--- src/rtl/ew_sequence_driver.sv ---
// ew_sequence_driver: buffers a short sequence of (e,w) symbols and plays it
// onto registered e/w outputs. Each symbol is held for HOLD clocks. After the
// last symbol the block drives idle (00) for one cycle, captures the
// detector's response into `result`, and pulses `done`.
module ew_sequence_driver #(
  parameter int DEPTH = 8,   // symbol buffer entries, power of 2, 2..16
  parameter int HOLD  = 1,   // clocks per symbol, 1..15
  parameter int CW    = 5    // width of count, must be able to hold DEPTH
) (
  input  logic          clk,
  input  logic          rst,
  input  logic          wr_en,
  input  logic [1:0]    wr_sym,
  input  logic          start,
  input  logic          det_out,
  output logic          e,
  output logic          w,
  output logic          busy,
  output logic          full,
  output logic [CW-1:0] count,
  output logic          done,
  output logic          result
);

  localparam int AW = $clog2(DEPTH);

  typedef enum logic [1:0] {
    S_IDLE,
    S_SEND,
    S_RESP,
    S_DONE
  } state_t;

  state_t          r_state;
  state_t          w_next_state;

  logic [1:0]      r_buf [DEPTH];
  logic [CW-1:0]   r_count;
  logic [AW-1:0]   r_rd_idx;
  logic [AW-1:0]   w_rd_next;
  logic [3:0]      r_hold;
  logic            r_e;
  logic            r_w;
  logic            r_result;

  logic            w_full;
  logic            w_wr_ok;
  logic            w_start_ok;
  logic            w_hold_done;
  logic            w_last;

  // A write is accepted only in IDLE and only while there is room. A start
  // needs at least one symbol loaded before this edge; a write in the same
  // cycle is still appended and becomes part of the run.
  assign w_full      = (r_count == CW'(DEPTH));
  assign w_wr_ok     = (r_state == S_IDLE) && wr_en && !w_full;
  assign w_start_ok  = (r_state == S_IDLE) && start && (r_count != '0);
  assign w_hold_done = (r_hold == 4'(HOLD));
  assign w_last      = (({{(CW-AW){1'b0}}, r_rd_idx} + 1'b1) == r_count);
  assign w_rd_next   = r_rd_idx + 1'b1;

  // State register.
  always_ff @(posedge clk) begin
    // NOTE: sequential state uses non-blocking assignments so every register
    // samples the pre-edge values, independent of statement order.
    if (rst) r_state <= S_IDLE;
    else     r_state <= w_next_state;
  end

  // Next-state decode.
  always_comb begin
    // NOTE: assign a default first so no path leaves the output unassigned,
    // which would otherwise infer a latch.
    w_next_state = r_state;
    case (r_state)
      S_IDLE: if (w_start_ok)          w_next_state = S_SEND;
      S_SEND: if (w_hold_done && w_last) w_next_state = S_RESP;
      S_RESP:                          w_next_state = S_DONE;
      S_DONE:                          w_next_state = S_IDLE;
      default:                         w_next_state = S_IDLE;
    endcase
  end

  // Symbol storage; written only in IDLE at index count.
  always_ff @(posedge clk) begin
    // NOTE: the buffer has no reset; its contents are only ever read at
    // indices below count, and count is cleared by reset.
    if (!rst && w_wr_ok) r_buf[r_count[AW-1:0]] <= wr_sym;
  end

  // Datapath: fill level, read pointer, hold counter, e/w drive, response.
  always_ff @(posedge clk) begin
    if (rst) begin
      r_count  <= '0;
      r_rd_idx <= '0;
      r_hold   <= '0;
      r_e      <= 1'b0;
      r_w      <= 1'b0;
      r_result <= 1'b0;
    end else begin
      case (r_state)
        S_IDLE: begin
          if (w_wr_ok) r_count <= r_count + 1'b1;
          if (w_start_ok) begin
            r_rd_idx   <= '0;
            r_hold     <= 4'd1;
            {r_e, r_w} <= r_buf[0];
          end
        end
        S_SEND: begin
          if (w_hold_done) begin
            if (w_last) begin
              {r_e, r_w} <= 2'b00;
            end else begin
              r_rd_idx   <= w_rd_next;
              r_hold     <= 4'd1;
              {r_e, r_w} <= r_buf[w_rd_next];
            end
          end else begin
            r_hold <= r_hold + 1'b1;
          end
        end
        S_RESP: begin
          r_result <= det_out;
          r_count  <= '0;
        end
        default: ;
      endcase
    end
  end

  assign e      = r_e;
  assign w      = r_w;
  assign busy   = (r_state == S_SEND) || (r_state == S_RESP);
  assign done   = (r_state == S_DONE);
  assign full   = w_full;
  assign count  = r_count;
  assign result = r_result;

endmodule
--- config.mk ---
export PLATFORM = sky130hd
export DESIGN_NAME = ew_sequence_driver
export DESIGN_NICKNAME = d
export VERILOG_FILES = /design/src/rtl/ew_sequence_driver.sv
export SDC_FILE = /design/constraint.sdc
export NUM_CORES = 1
export LEC_CHECK = 0
export CORE_MARGIN = 5
export CORE_UTILIZATION = 56
export DETAILED_ROUTE_END_ITERATION = 6
export PLACE_DENSITY = 0.76
export REMOVE_ABC_BUFFERS = 1
export SKIP_CTS_REPAIR_TIMING = 1
export SYNTH_ARGS = -nofsm -noshare
export SYNTH_HDL_FRONTEND = slang
export SYNTH_SLANG_ARGS = --single-unit
export TNS_END_PERCENT = 1
--- constraint.sdc ---
create_clock -name clk -period 2.7 [get_ports clk]
set_input_delay 0.54 -clock clk [delete_from_list [all_inputs] [get_ports clk]]
set_output_delay 0.54 -clock clk [all_outputs]
set_load 0.02 [all_outputs]
==> README.md, run 1 <==
| Item | Value | Unit |
| --- | --- | --- |
| Number of failing setup endpoints in the final timing report | 0 | - |
| Met1 layer usage reported by global route | 0.214 | - |
| Met2 Use GR | 0.323 | - |
| Biggest power consumer among the groups | combinational cells | - |
| Setup WS pre-CTS | 0.395 | ns |
| Critical register-to-register path startpoint | count[1]$_SDFFE_PP0P_ | - |
| DIE HEIGHT | 67.7 | microns |
| Power Dens Cells | 869 | mW/mm^2 |
| Placement Rows | 21 | - |
| Congestion Overflow GR | 0 | - |
| Clock edge transition at the registers on the reported setup and hold paths | 0.11 | ns |
| Setup repair after global routing missed its margin | false | - |
| Yosys-reported design area after synthesis | 0.00186 | sq mm |
| Antenna fix cells | 0 | - |
| Wire length reported by the detailed router | 3.73 | mm |
| Launch point of the critical path | count[1]$_SDFFE_PP0P_ | - |
| Fraction of power spent switching nets | 0.394 | - |
| Gate count of the mapped netlist | 171 | - |
| Clock latency at the later pin of the worst-skew pair | 0.34 | ns |
| Final sum of negative setup slack | 0 | ns |
| Simple-gate area share of the yosys netlist | 0.206 | - |
| DRC Markers | 0 | - |
| Non-filler cells, final | 238 | - |
| Commonest register cell after synthesis | dfxtp_1 | - |
| Worst vdd ir | 620 | uV |
| TritonRoute pass-1 iters | 4 | - |
| Clock buffers created by TritonCTS | 5 | - |
| Post-Route Skew | 0.00312 | ns |
| Run status | finished, final reports clean | - |
| Dominant cells by area after synthesis | edfxtp_1 26%, dfxtp_1 18%, ha_1 6.7% | - |
| Clock tree from TritonCTS | done | - |
| Total of flip-flops plus latches after synthesis | 33 | - |
| Power drawn by the sequential cells | 0.650 | mW |
| Nature of the critical path startpoint | register | - |
| Wire length on met2 | 1.87 | mm |
| Met1 WL | 1.66 | mm |
| Min setup slack post-route | 0.360 | ns |
| Number of nets with antenna violations after routing | 0 | - |
| Mean instance size in the synthesized netlist | 10.9 | sq um |
| Cell with the biggest individual delay on the critical path | dfxtp_1 | - |
| Delay of the slowest cell on the worst path | 0.53 | ns |
| Final RePlAce weighted congestion | 0.831 | - |
| Max layer used | met4 | - |
| Largest net degree at the start of global routing | 19 | - |
| Amount of wire on met3 after detailed routing | 141 | microns |
| Tcrit/Tclk final | 0.867 | - |
| Total power | 1.85 | mW |
| Post-placement cell count | 230 | - |
| Sum of net half-perimeters after detailed placement | 2.75 | mm |
| Effective utilization at floorplan | 0.567 | - |
| Hold wc startpoint | r_rd_idx[1]$_SDFFE_PP0P_ | - |
| Number of antenna violations at the first check in global routing | 0 | - |
| Destination of the worst register-to-register timing path | r_buf[0][1]$_DFFE_PP_ | - |
| Top-area cell type share of the netlist area | 0.258 | - |
| Area leader, netlist | edfxtp_1 | - |
| Kind of critical path | register to register | - |
| Total Die Area | 0.00458 | sq mm |
| Arithmetic-cell share of the synthesized area counting full adders, half adders and majority gates | 0.0672 | - |
| Layout Cell Area excl Fill | 0.00213 | sq mm |
| GRT met3 Usage | 0.0549 | - |
| Final critical-path required period | 2.34 | ns |
| Combinational cell power | 0.818 | mW |
| Hold violation total from the final report | 0 | - |
| Transition at the pin with the smallest max-transition slack | 0.573 | ns |
| Leading cell types by count after synthesis | 21 x nor2_1, 17 x dfxtp_1, 16 x edfxtp_1, 11 x inv_1, 10 x ha_1 | - |
| Hold worst-path end | r_rd_idx[1]$_SDFFE_PP0P_ | - |
| Share of the yosys chip area belonging to registers | 0.441 | - |
| Combinational family with the most area after synthesis | simple AND/OR/NAND/NOR gates | - |
| Vias per std cell | 5.71 | - |
| FFs w/ async S/R, synth | 0 | - |
| Area grow syn2layout | 14.4 | % |
| CTS root buffer | clkbuf_4 | - |
| Endpoint of the most critical setup path | r_buf[0][1]$_DFFE_PP_ | - |
| Flop2flop setup slack | 0.36 | ns |
| Share of cell area taken by muxes after synthesis | 0.0753 | - |
| Clk sink count | 33 | - |
| Maximum buffer depth of the clock tree | 2 | - |
| Peak Freq | 427 | MHz |
| Part of the total power dissipated in sequential elements | 0.351 | - |
| Number of cells traversed by the worst hold path | 2 | - |
| Vias in the first global route | 1384 | - |
| Number of cell instances after yosys synthesis | 171 | - |
run 1: final cells by class:
cell class | count | area, sq um
fillers | 262 | 1150
multi-input cells | 121 | 938
flip-flops and latches | 33 | 821
repair buffers | 19 | 188
well taps | 46 | 57.6
clock inverters | 3 | 46.3
inverters | 11 | 41.3
clock buffers | 5 | 37.5
run 1: worst max-delay path: cells and delay by family, from the launching register on:
kind / cells / cell delay, ns
adder cells (fa/ha/maj): 1 / 0.23
AND/OR/NAND/NOR: 4 / 1.13
buffers and inverters: 1 / 0.14
flip-flops: 1 / 0.53
run 1: state kept, by name (all words and copies together), names as in the netlist:
name      flops
result        1
r_rd_idx      3
count         5
e             1
r_buf        16
w             1
r_state       2
r_hold        4
Figure 1. Clock network drawn from the DEF (run 1).
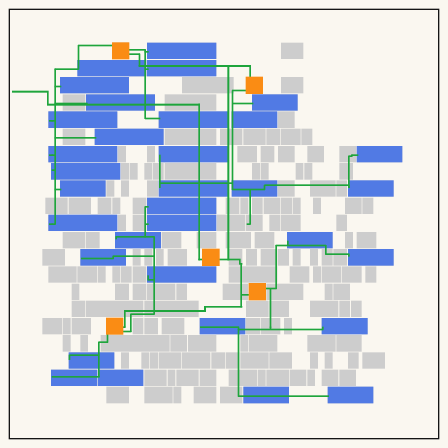
legend:
  blue:
    item: flip-flops
    count: 33
  orange:
    item: clock drivers
    count: 5
  green:
    item: clock wires
    length: 437 microns
routed clock nets: 6
flops lie: widely spread

Figure 2. I/O pins on the die edge (run 1).
Pins as bars across the die edge, other pins in gray.
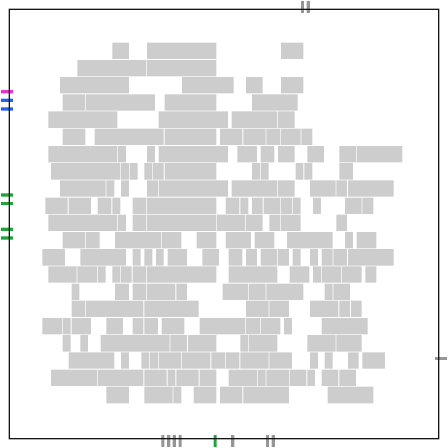
legend:
  green:
    port: `count`
    pins: 5
    direction: output
    edge: 4 west, 1 south
  magenta:
    port: `clk`
    pins: 1
    direction: input
    edge: west
  blue:
    port: `wr_sym`
    pins: 2
    direction: input
    edge: west
all pins by edge: 8 south, 7 west, 2 north, 1 east

Figure 3. Routing congestion (run 1).
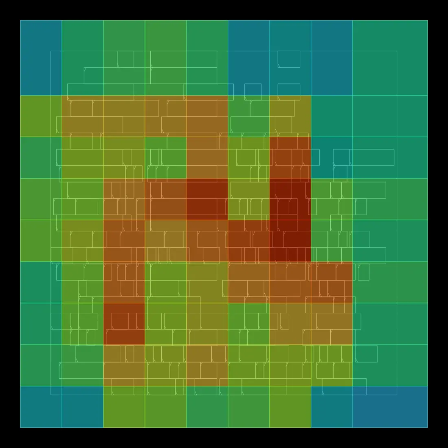
GRT Max-Usage Layer: met2
routed len/inst: 15.7 microns

Figure 4. Placed cells, one color a class (run 1).
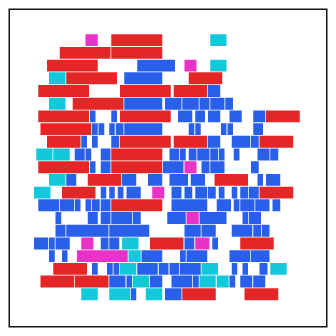
legend:
  magenta:
    class: clock drivers and dummy loads
    cells: 8
  red:
    class: sequential cells
    cells: 33
  blue:
    class: combinational and other logic
    cells: 132
  cyan:
    class: remaining buffers and delay cells
    cells: 19

Figure 5. Routed metal, one color a layer (run 1).
Only two layers are drawn.
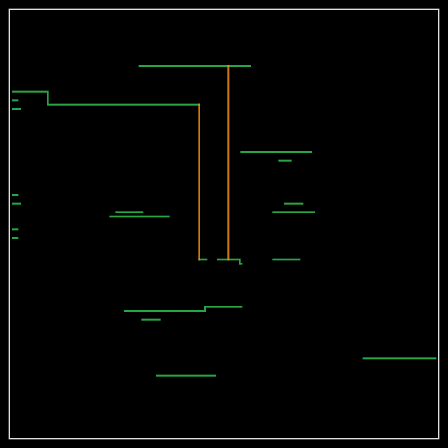

--- run 2 (diff from run 1) ---
==> constraint.sdc (replaced) <==
create_clock -name clk -period 2.7 [get_ports clk]
set_input_delay 0.54 -clock clk [delete_from_list [all_inputs] [get_ports clk]]
set_output_delay 0.54 -clock clk [all_outputs]
set_load 0.005 [all_outputs]
Figure 6. Routed metal, one color a layer (run 2).
Only two layers are drawn.
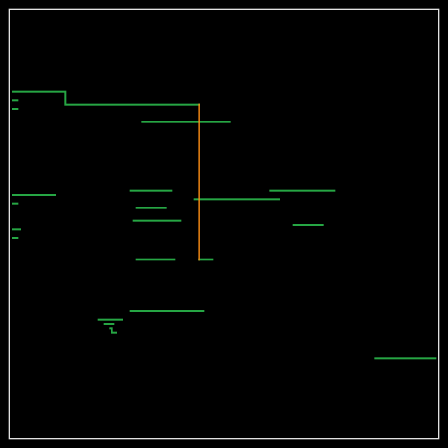
legend:
  green:
    layer: metal 3
    wire_length: 138 microns
  orange:
    layer: metal 4
    wire_length: 24.5 microns

==> README.md, run 2 <==
| Item | Value | Unit |
| --- | --- | --- |
| Run status | finished, final reports clean | - |
| Clock latency at the later pin of the worst-skew pair | 0.33 | ns |
| Dominant cells by area after synthesis | edfxtp_1 26%, dfxtp_1 18%, ha_1 6.7% | - |
| FF+latch count | 33 | - |
| Number of cells traversed by the worst hold path | 2 | - |
| Vias in the first global route | 1340 | - |
| DIE HEIGHT | 67.7 | microns |
| Final RePlAce weighted congestion | 0.854 | - |
| Yosys-reported design area after synthesis | 0.00186 | sq mm |
| Non-filler cells, final | 238 | - |
| Critical register-to-register path startpoint | r_rd_idx[0]$_SDFFE_PP0P_ | - |
| Amount of wire on met3 after detailed routing | 138 | microns |
| DRC Markers | 0 | - |
| Area grow syn2layout | 14.3 | % |
| Hold violation total from the final report | 0 | - |
| Area occupied by registers | 822 | sq um |
| Wire length on met2 | 1.91 | mm |
| Number of nets with antenna violations after routing | 0 | - |
| Min setup slack post-route | 0.144 | ns |
| Setup repair after global routing missed its margin | false | - |
| Peak Freq | 391 | MHz |
| Met2 Use GR | 0.312 | - |
| Hold worst-path end | result$_SDFFE_PP0P_ | - |
| Tap Cells | 46 | - |
| Max layer used | met4 | - |
| Launch point of the critical path | count[0]$_SDFFE_PP0P_ | - |
| Combinational cell power | 0.767 | mW |
| Sum of net half-perimeters after detailed placement | 2.76 | mm |
| Met1 layer usage reported by global route | 0.232 | - |
| Area leader, netlist | edfxtp_1 | - |
| Transition at the pin with the smallest max-transition slack | 0.573 | ns |
| Number of inserted filler cells in the final layout | 271 | - |
| Hold wc startpoint | result$_SDFFE_PP0P_ | - |
| Placement Rows | 21 | - |
| Relative area of clock buffers and inverters in the final design | 0.0394 | - |
| Total of flip-flops plus latches after synthesis | 33 | - |
| Clock edge transition at the registers on the reported setup and hold paths | 0.11 | ns |
| Power drawn by the sequential cells | 0.652 | mW |
| Clk sink count | 33 | - |
| Number of inverters outside the clock class in the layout | 11 | - |
| Routed len/inst | 15.8 | microns |
| Area-dominant cell class after layout | combinational gates | - |
| Tcrit/Tclk final | 0.947 | - |
| Total power | 1.79 | mW |
| Share of the yosys chip area belonging to registers | 0.441 | - |
| Flip-flop count of the largest register after layout | 16 | - |
| Effective utilization at floorplan | 0.567 | - |
| Antenna fix cells | 0 | - |
| Layout clock buffer count | 5 | - |
| FFs w/ async S/R, synth | 0 | - |
| Leading cell types by count after synthesis | 21 x nor2_1, 17 x dfxtp_1, 16 x edfxtp_1, 11 x inv_1, 10 x ha_1 | - |
| GRT met3 Usage | 0.0532 | - |
| Vias per std cell | 5.64 | - |
| Gate count of the mapped netlist | 171 | - |
| TritonRoute pass-1 iters | 4 | - |
| Met1 WL | 1.69 | mm |
| Setup WS pre-CTS | 0.401 | ns |
| Largest net degree at the start of global routing | 19 | - |
| Part of the total power dissipated in sequential elements | 0.364 | - |
| Number of cell instances after yosys synthesis | 171 | - |
| Destination of the worst register-to-register timing path | r_rd_idx[1]$_SDFFE_PP0P_ | - |
| Fraction of power spent switching nets | 0.374 | - |
| Nature of the critical path startpoint | register | - |
| Mean instance size in the synthesized netlist | 10.9 | sq um |
| Number of antenna violations at the first check in global routing | 0 | - |
| Final sum of negative setup slack | 0 | ns |
| Number of multi-input logic gates | 121 | - |
Figure 7. I/O pins on the die edge (run 2).
Pins as bars across the die edge, other pins in gray.
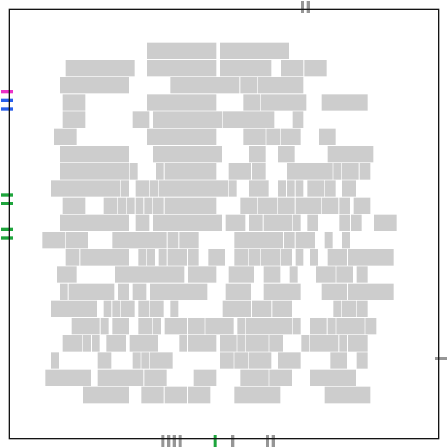
legend:
  green:
    port: `count`
    pins: 5
    direction: output
    edge: 4 west, 1 south
  magenta:
    port: `clk`
    pins: 1
    direction: input
    edge: west
  blue:
    port: `wr_sym`
    pins: 2
    direction: input
    edge: west
all pins by edge: 8 south, 7 west, 2 north, 1 east

## run 2: cell counts after synthesis
Identical to the previous run, type by type.
## run 2: through the flow
step                      hold slack, ns  instance area [sq um]
after floorplan                    0.456                   1800
after global placement             0.472                   2040
after detailed placement           0.492                   2040
after CTS                          0.519                   2130
after global routing               0.561                   2130
final                              0.512                   2130
## run 2: worst max-delay path, cell delays in order (launching register included)
cell,delay [ns]
dfxtp_1,0.40
inv_1,0.15
ha_1,0.20
nor4bb_4,0.37
clkdlybuf4s50_1,0.57
## run 2: cells by family after synthesis
group / after synthesis / synth area share
compound gates: 29 / 0.118
xor+xnor: 8 / 0.0376
fa+ha+maj: 10 / 0.0672
buf+inv: 17 / 0.0551
flops: 33 / 0.441
mux: 9 / 0.0753
simple gates: 65 / 0.206
Figure 8. Routing congestion (run 2).
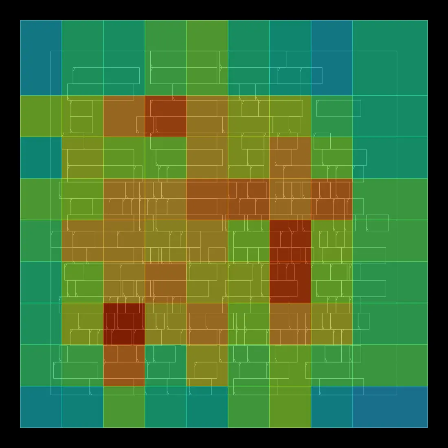

--- run 3 (diff from run 2) ---
==> constraint.sdc (replaced) <==
create_clock -name clk -period 2.7 [get_ports clk]
set_input_delay 0.27 -clock clk [delete_from_list [all_inputs] [get_ports clk]]
set_output_delay 0.27 -clock clk [all_outputs]
set_load 0.005 [all_outputs]
Figure 9. Routing congestion (run 3).
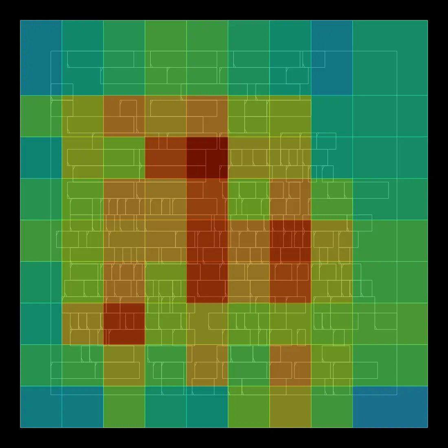
met1 layer usage reported by global route: 0.209
total routing resource utilization after global routing: 0.188

Figure 10. Placed cells, one color a class (run 3).
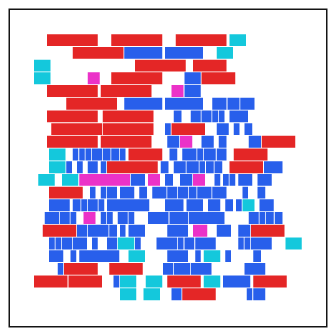
legend:
  cyan:
    class: remaining buffers and delay cells
    cells: 18
  blue:
    class: combinational and other logic
    cells: 132
  magenta:
    class: clock drivers and dummy loads
    cells: 8
  red:
    class: sequential cells
    cells: 33

==> README.md, run 3 <==
| Item | Value | Unit |
| --- | --- | --- |
| Arithmetic-cell share of the synthesized area counting full adders, half adders and majority gates | 0.0672 | - |
| Commonest register cell after synthesis | dfxtp_1 | - |
| CTS root buffer | clkbuf_4 | - |
| Power drawn by the sequential cells | 0.646 | mW |
| Post-Route Skew | 0.0108 | ns |
| Flop2flop setup slack | 0.40 | ns |
| Antenna fix cells | 0 | - |
| Share of the yosys chip area belonging to registers | 0.441 | - |
| Wire length on met2 | 2.00 | mm |
| Met2 Use GR | 0.345 | - |
| Combined buffer and inverter count along the critical path | 1 | - |
| FFs w/ async S/R, synth | 0 | - |
| Total Die Area | 0.00458 | sq mm |
| Transition at the pin with the smallest max-transition slack | 0.550 | ns |
| Setup WS pre-CTS | 0.418 | ns |
| Top-area cell type share of the netlist area | 0.258 | - |
| Wire length reported by the detailed router | 3.75 | mm |
| Total of flip-flops plus latches after synthesis | 33 | - |
| DRC Markers | 0 | - |
| Clock tree from TritonCTS | done | - |
| XOR/XNOR Fraction of Synth Area | 0.0376 | - |
| Kind of critical path | register to register | - |
| Met1 WL | 1.54 | mm |
| Routed len/inst | 15.8 | microns |
| Clk sink count | 33 | - |
| Max layer used | met4 | - |
| Delay of the slowest cell on the worst path | 0.42 | ns |
| Hold wc startpoint | result$_SDFFE_PP0P_ | - |
| Area grow syn2layout | 13.8 | % |
| Number of inserted filler cells in the final layout | 268 | - |
| Placement Rows | 21 | - |
| Vias per std cell | 5.72 | - |
| Area occupied by registers | 821 | sq um |
| Synth Area in Compound Gates | 0.118 | - |
| Top delay family on crit path | simple AND/OR/NAND/NOR gates | - |
| Leading cell types by count after synthesis | 21 x nor2_1, 17 x dfxtp_1, 16 x edfxtp_1, 11 x inv_1, 10 x ha_1 | - |
| Tcrit/Tclk final | 0.853 | - |
| Run status | finished, final reports clean | - |
| Critical register-to-register path startpoint | r_state[1]$_SDFFE_PP0P_ | - |
| Power Dens Cells | 846 | mW/mm^2 |
| Number of cell instances after yosys synthesis | 171 | - |
[run 3: cell type report]
cell class | instances | area share
flip-flops and latches | 33 | 0.387
clock inverters | 3 | 0.0218
repair buffers | 18 | 0.0838
multi-input cells | 121 | 0.443
clock buffers | 5 | 0.0177
well taps | 46 | 0.0272
inverters | 11 | 0.0195
[run 3: through the flow]
| stage | cells | instance area, sq um | utilization |
|---|---|---|---|
| after detailed placement | 229 | 2040 | 0.620 |
| after global routing | 237 | 2120 | 0.645 |
| after CTS | 237 | 2120 | 0.645 |
| after floorplan | 165 | 1800 | - |
| after global placement | 229 | 2040 | 0.620 |
| final | 237 | 2120 | 0.645 |
No activity file was given, so power comes from the tool's default toggle rates.
